$ cat src/rtl/operand_pairer_pkg.sv
// Shared helpers for the operand pairer: level-counter width and integer MAX/MIN.
package operand_pairer_pkg;

    function automatic int lvl_width(input int depth);
        return $clog2(depth + 1);
    endfunction

    function automatic int max_int(input int a, input int b);
        return (a > b) ? a : b;
    endfunction

    function automatic int min_int(input int a, input int b);
        return (a < b) ? a : b;
    endfunction

endpackage

$ cat src/rtl/operand_pairer_sync_fifo.sv
// Single-clock FIFO with occupancy level; DEPTH is a power of two so pointers wrap naturally.
module sync_fifo
    import operand_pairer_pkg::*;
#(
    parameter int NBITS = 8,
    parameter int DEPTH = 4
)
(
    input  logic                         clk,
    input  logic                         rst,
    input  logic                         flush,
    input  logic                         push,
    input  logic [NBITS-1:0]             wdata,
    input  logic                         pop,
    output logic [NBITS-1:0]             rdata,
    output logic [lvl_width(DEPTH)-1:0]  level,
    output logic                         full,
    output logic                         empty
);

    localparam int LW = lvl_width(DEPTH);
    localparam int PW = max_int(1, $clog2(DEPTH));

    logic [NBITS-1:0] mem [DEPTH];
    logic [PW-1:0]    wptr;
    logic [PW-1:0]    rptr;
    logic             do_push;
    logic             do_pop;

    assign full    = (level == LW'(DEPTH));
    assign empty   = (level == '0);
    assign do_push = push && !full;
    assign do_pop  = pop && !empty;
    assign rdata   = mem[rptr];

    always_ff @(posedge clk) begin
        if (do_push) begin
            mem[wptr] <= wdata;
        end
    end

    always_ff @(posedge clk) begin
        if (rst || flush) begin
            wptr  <= '0;
            rptr  <= '0;
            level <= '0;
        end else begin
            if (do_push) begin
                wptr <= wptr + PW'(1);
            end
            if (do_pop) begin
                rptr <= rptr + PW'(1);
            end
            case ({do_push, do_pop})
                2'b10:   level <= level + LW'(1);
                2'b01:   level <= level - LW'(1);
                default: level <= level;
            endcase
        end
    end

endmodule

$ cat src/rtl/operand_pairer.sv
// Buffers two operand streams and emits them pairwise, in order, through a registered output stage.
module operand_pairer
    import operand_pairer_pkg::*;
#(
    parameter int NBITS = 8,
    parameter int DEPTH = 4
)
(
    input  logic                         CLK,
    input  logic                         RST,
    input  logic                         FLUSH,
    input  logic [NBITS-1:0]             A_DATA,
    input  logic                         A_VALID,
    output logic                         A_READY,
    input  logic [NBITS-1:0]             B_DATA,
    input  logic                         B_VALID,
    output logic                         B_READY,
    output logic [NBITS-1:0]             OUT_A,
    output logic [NBITS-1:0]             OUT_B,
    output logic                         OUT_VALID,
    input  logic                         OUT_READY,
    output logic [lvl_width(DEPTH)-1:0]  A_LEVEL,
    output logic [lvl_width(DEPTH)-1:0]  B_LEVEL
);

    logic             a_full;
    logic             a_empty;
    logic             b_full;
    logic             b_empty;
    logic [NBITS-1:0] a_head;
    logic [NBITS-1:0] b_head;
    logic             fire;

    assign A_READY = !a_full;
    assign B_READY = !b_full;

    // Output slot is free when empty or being drained on this same edge.
    assign fire = !a_empty && !b_empty && (!OUT_VALID || OUT_READY);

    sync_fifo #(.NBITS(NBITS), .DEPTH(DEPTH)) u_fifo_a (
        .clk   (CLK),
        .rst   (RST),
        .flush (FLUSH),
        .push  (A_VALID),
        .wdata (A_DATA),
        .pop   (fire),
        .rdata (a_head),
        .level (A_LEVEL),
        .full  (a_full),
        .empty (a_empty)
    );

    sync_fifo #(.NBITS(NBITS), .DEPTH(DEPTH)) u_fifo_b (
        .clk   (CLK),
        .rst   (RST),
        .flush (FLUSH),
        .push  (B_VALID),
        .wdata (B_DATA),
        .pop   (fire),
        .rdata (b_head),
        .level (B_LEVEL),
        .full  (b_full),
        .empty (b_empty)
    );

    always_ff @(posedge CLK) begin
        if (RST) begin
            OUT_A     <= '0;
            OUT_B     <= '0;
            OUT_VALID <= 1'b0;
        end else if (FLUSH) begin
            OUT_VALID <= 1'b0;
        end else if (fire) begin
            OUT_A     <= a_head;
            OUT_B     <= b_head;
            OUT_VALID <= 1'b1;
        end else if (OUT_READY) begin
            OUT_VALID <= 1'b0;
        end
    end

endmodule

$ cat config.mk
export PLATFORM = sky130hd
export DESIGN_NAME = operand_pairer
export DESIGN_NICKNAME = d
export VERILOG_FILES = /design/src/rtl/operand_pairer_pkg.sv /design/src/rtl/operand_pairer_sync_fifo.sv /design/src/rtl/operand_pairer.sv
export SDC_FILE = /design/constraint.sdc
export NUM_CORES = 1
export LEC_CHECK = 0
export CORE_MARGIN = 2
export CORE_UTILIZATION = 25
export DETAILED_ROUTE_END_ITERATION = 8
export DONT_BUFFER_PORTS = 1
export GPL_ROUTABILITY_DRIVEN = 0
export PLACE_DENSITY = 0.34
export SLEW_MARGIN = 30
export SYNTH_ARGS = -nofsm -noshare
export SYNTH_HDL_FRONTEND = slang
export SYNTH_HIERARCHICAL = 1
export SYNTH_SLANG_ARGS = --single-unit
$ cat constraint.sdc
create_clock -name CLK -period 4 [get_ports CLK]
set_input_delay 0.8 -clock CLK [delete_from_list [all_inputs] [get_ports CLK]]
set_output_delay 0.8 -clock CLK [all_outputs]
set_load 0.01 [all_outputs]
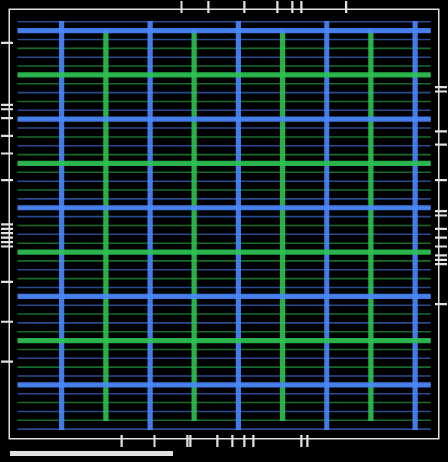
(images/floorplan.png)
Scale bar: 50 µm. Pins as bars on the die edge.
[blue] VSS
[green] VDD
signal pins: 47
met5 straps: 9
met4 straps: 9

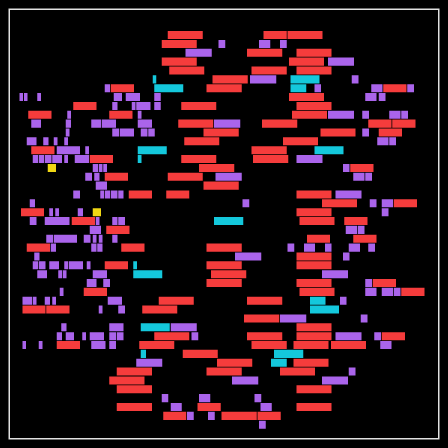
(images/class_map.png)
[red] registers | cells: 99 | share of their area: 61%
[purple] remaining logic cells | cells: 162 | share of their area: 32%
[cyan] clock drivers and dummy loads | cells: 16 | share of their area: 6.6%
[yellow] remaining buffers and delay cells | cells: 2 | share of their area: 0.35%

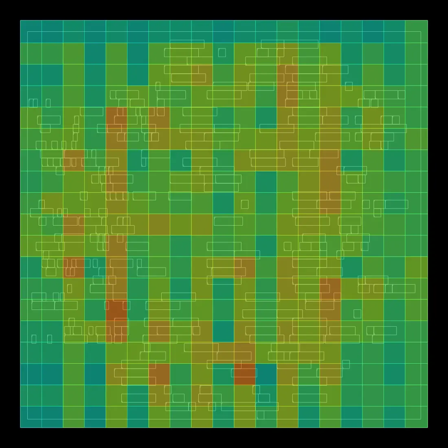
(images/congestion_map.png)
Total GRT Usage: 10.10%
met3 usage: 3.549%
GRT Max-Usage Layer: met2
routed length per placed instance: 16.41 µm
M1 GR Usage: 13.21%

==> impl_metrics.yaml <==
# synthesis and place-and-route metrics
run_status:
  status: "finished clean"
clocking:
  clockBufferDepth: 2
  root_buffer: "clkbuf_16"
  cts_setup_buffers: 0
  cts_sinks: 99
  numCtsBuffers: 9
  clkLatencyLatePin_ns: 0.34
  cts.clk_slew.worst_paths_ns: 0.07
  cts.htree.levels: 3
power_and_ir_drop:
  leakage_nw: 1.459
  power.density_nw_per_um2: 438.8
  peakVddDrop_mv: 0.1883
yosys:
  adder_share_pct: 4.067
  top_cell_area_share_pct: 47.32
  synth-main-ff-cell: "edfxtp_1"
  ys_types: 31
  async_flop_share_pct: 0
  yosys_warnings: 6
  yosys_cells: 273
  ys_sh_aoi_pct: 2.957
  syn_area_per_cell_um2: 14.88
  top_logic_kind: "multiplexers"
  largest_area_cell: "edfxtp_1"
  synth_top_cell_by_count: "edfxtp_1"
  synth_area_um2: 4061
  synth_seq_share_pct: 64.57
  simple_gate_area_share_pct: 11.77
  ys_sh_xor_pct: 0.8626
  synthCells: 273
  top_cells_by_count: "edfxtp_1, dfxtp_1, nand2b_1"
  edf_count: 64
  syn-num-nets: 307
  yosysChipArea_um2: 4061
critical_path:
  arrival_ns: 2.98
  critPathCapture: "u_fifo_b/level[2]$_SDFFE_PP0P_"
  required_ns: 4.27
  r2r_cells: 9
  r2r_slack_ns: 1.29
  crit_start: "u_fifo_b/level[0]$_SDFFE_PP0P_"
  path_max_fanout: 7
  r2r-end: "u_fifo_b/level[2]$_SDFFE_PP0P_"
  r2r_start: "u_fifo_b/level[0]$_SDFFE_PP0P_"
  crit_type: "reg -> reg"
placed_design:
  place_hpwl_mm: 5.248
  dp.cells: 479
  port_buffers: 0
  place_ws_ns: 1.140
timing:
  slew_headroom_pct: 41.15
  setup_ws_ns: 1.290
  slew_viol_final: 0
  whs_ns: 0.4879
  finalSetupTns_ns: 0
  fin_crit_ns: 2.710
  rsz0062_at_grt: "false"
  finalClockPeriodUsage_pct: 67.75
  clock_skew_ns: 0.006431
  worstMarginPinSlew_ns: 0.8761
  hold_viol_final: 0
grt:
  grt_pass1_wl_mm: 12.81
  grt_max_degree: 38
  grt_pass1_vias: 2180
  globalRoute.totalOverflow: 0
  antenna_found_initial: 0
die:
  num_rows: 46
  floorplanUtilization_pct: 25.57
  core_um2: 15890
  fp.dieH_um: 131.5
  dieWidth_um: 131.5
  ios: 47
  die-area_um2: 17280
run:
  tool_warnings: 32
  maxCapViolCount: 0
routing:
  drc: 0
  dr_total_vias: 2073
  drtIter0Drc: 110
  via_per_inst: 4.188
final_layout:
  stdcell_count: 495
  finish.utilization_pct: 28.77
  diodes: 0
  nFillCells: 1644
  drive_above_1_share_pct: 12.90
  nets: 308
worst_hold_path:
  hp-start: "u_fifo_b/rptr[1]$_SDFFE_PP0P_"
  hp-class: "reg -> reg"
  worstHoldPathCells: 2
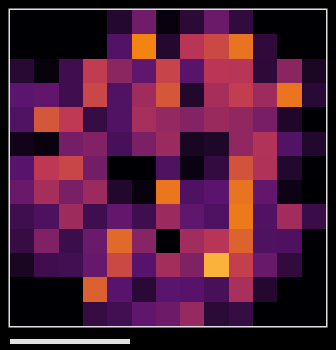
(images/util_map.png)
Scale bar: 50 µm. 13 x 13 tiles, from black (low) to pale yellow (high), 0 to 100% covered.
tiles over 75% full: 0.60%
emptiest ninth of the die: top left
fullest tile: 83%

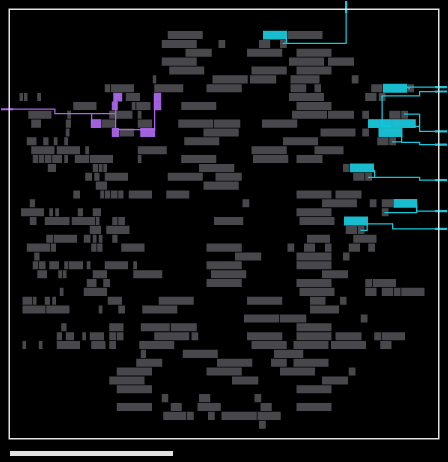
(images/port_trees.png)
Scale bar: 50 µm.
[purple] `A_VALID` | bits: 1 | direction: input | end cells: 8 | buffers: 0 | wire: 71.7 µm
[cyan] `OUT_A` | bits: 8 | direction: output | end cells: 8 | buffers: 0 | wire: 176 µm

worst max-delay path: stages (launching register included):
cell	delay, ns
dfxtp_1	0.46
nor3_1	0.20
nor3_1	0.47
nor2b_1	0.27
ha_1	0.22
inv_1	0.06
fa_1	0.37
xor2_1	0.16
or3_1	0.30
a21oi_1	0.13
registers in the layout, indices dropped and copies added (netlist names), named ones only:
register,flops
u_fifo_b/mem,32
OUT_A,8
u_fifo_a/level,3
u_fifo_a/rptr,2
OUT_B,8
u_fifo_b/rptr,2
u_fifo_b/level,3
u_fifo_b/wptr,2
u_fifo_a/wptr,2
OUT_VALID,1
u_fifo_a/mem,32
power by group:
group	internal (mW)	total, mW	leakage, nW	switching, mW
clock	0.471	0.827	0.140	0.356
combinational	0.0287	0.0611	0.449	0.0323
sequential	1.11	1.12	0.870	0.00868
total	1.61	2.01	1.46	0.397
through the flow:
step	cell area, µm²	power (mW)
2_1_floorplan	4061	1.188
3_3_place_gp	4287	1.203
3_5_place_dp	4287	1.203
4_1_cts	4569	2.049
5_1_grt	4569	2.092
6_report	4569	2.005
worst min-delay path by stage:
stage                                          endpoint
after global placement    u_fifo_b/rptr[0]$_SDFFE_PP0P_
after floorplan                                    flop
after CTS                 u_fifo_a/rptr[0]$_SDFFE_PP0P_
after detailed placement  u_fifo_a/rptr[0]$_SDFFE_PP0P_
final                                              flop
after global routing             OUT_VALID$_SDFFE_PP0P_
layer usage:
| metal | global-route usage (%) | up-vias | wire length, µm |
|---|---|---|---|
| met1 | 13.21 | 1025 | 3937 |
| met3 | 3.549 | 12 | 458 |
| met5 | 0 | - | 0 |
| li1 | - | 995 | - |
| met4 | 5.616 | 0 | 207 |
| met2 | 14.54 | 41 | 3521 |
kinds of logic (layout without fill, tap and decap cells):
logic type | after synthesis | count (layout)
xor+xnor | 4 | 4
compound gates | 20 | 20
simple gates | 78 | 78
buf+inv | 28 | 34
mux | 32 | 32
flops | 99 | 99
fa+ha+maj | 12 | 12
cell usage in the layout (no fill, tap or decap), types with 3 or more instances in the layout:
master      n
edfxtp_1   64
dfxtp_1    35
nand2b_1   32
inv_1      16
mux2i_1    16
mux4_2     16
nor2_1     10
ha_1       10
clkbuf_16   9
and3_1      8
o21ai_0     8
a21oi_1     8
nor3_1      4
nand2_1     4
xor2_1      4
or3_1       4
nor2b_1     3
clkbuf_8    3
final cells by class:
type                       count  area, µm²  area share (%)
clock buffer                  14      274.0           5.997
clock inverter                 2      8.758          0.1917
inverter                      16      60.06           1.314
multi-input combinational    146       1319           28.86
sequential                    99       2623           57.39
tap                          216      270.3           5.915
timing repair buffer           2      15.01          0.3286
Power is estimated from default activity; no workload was simulated.
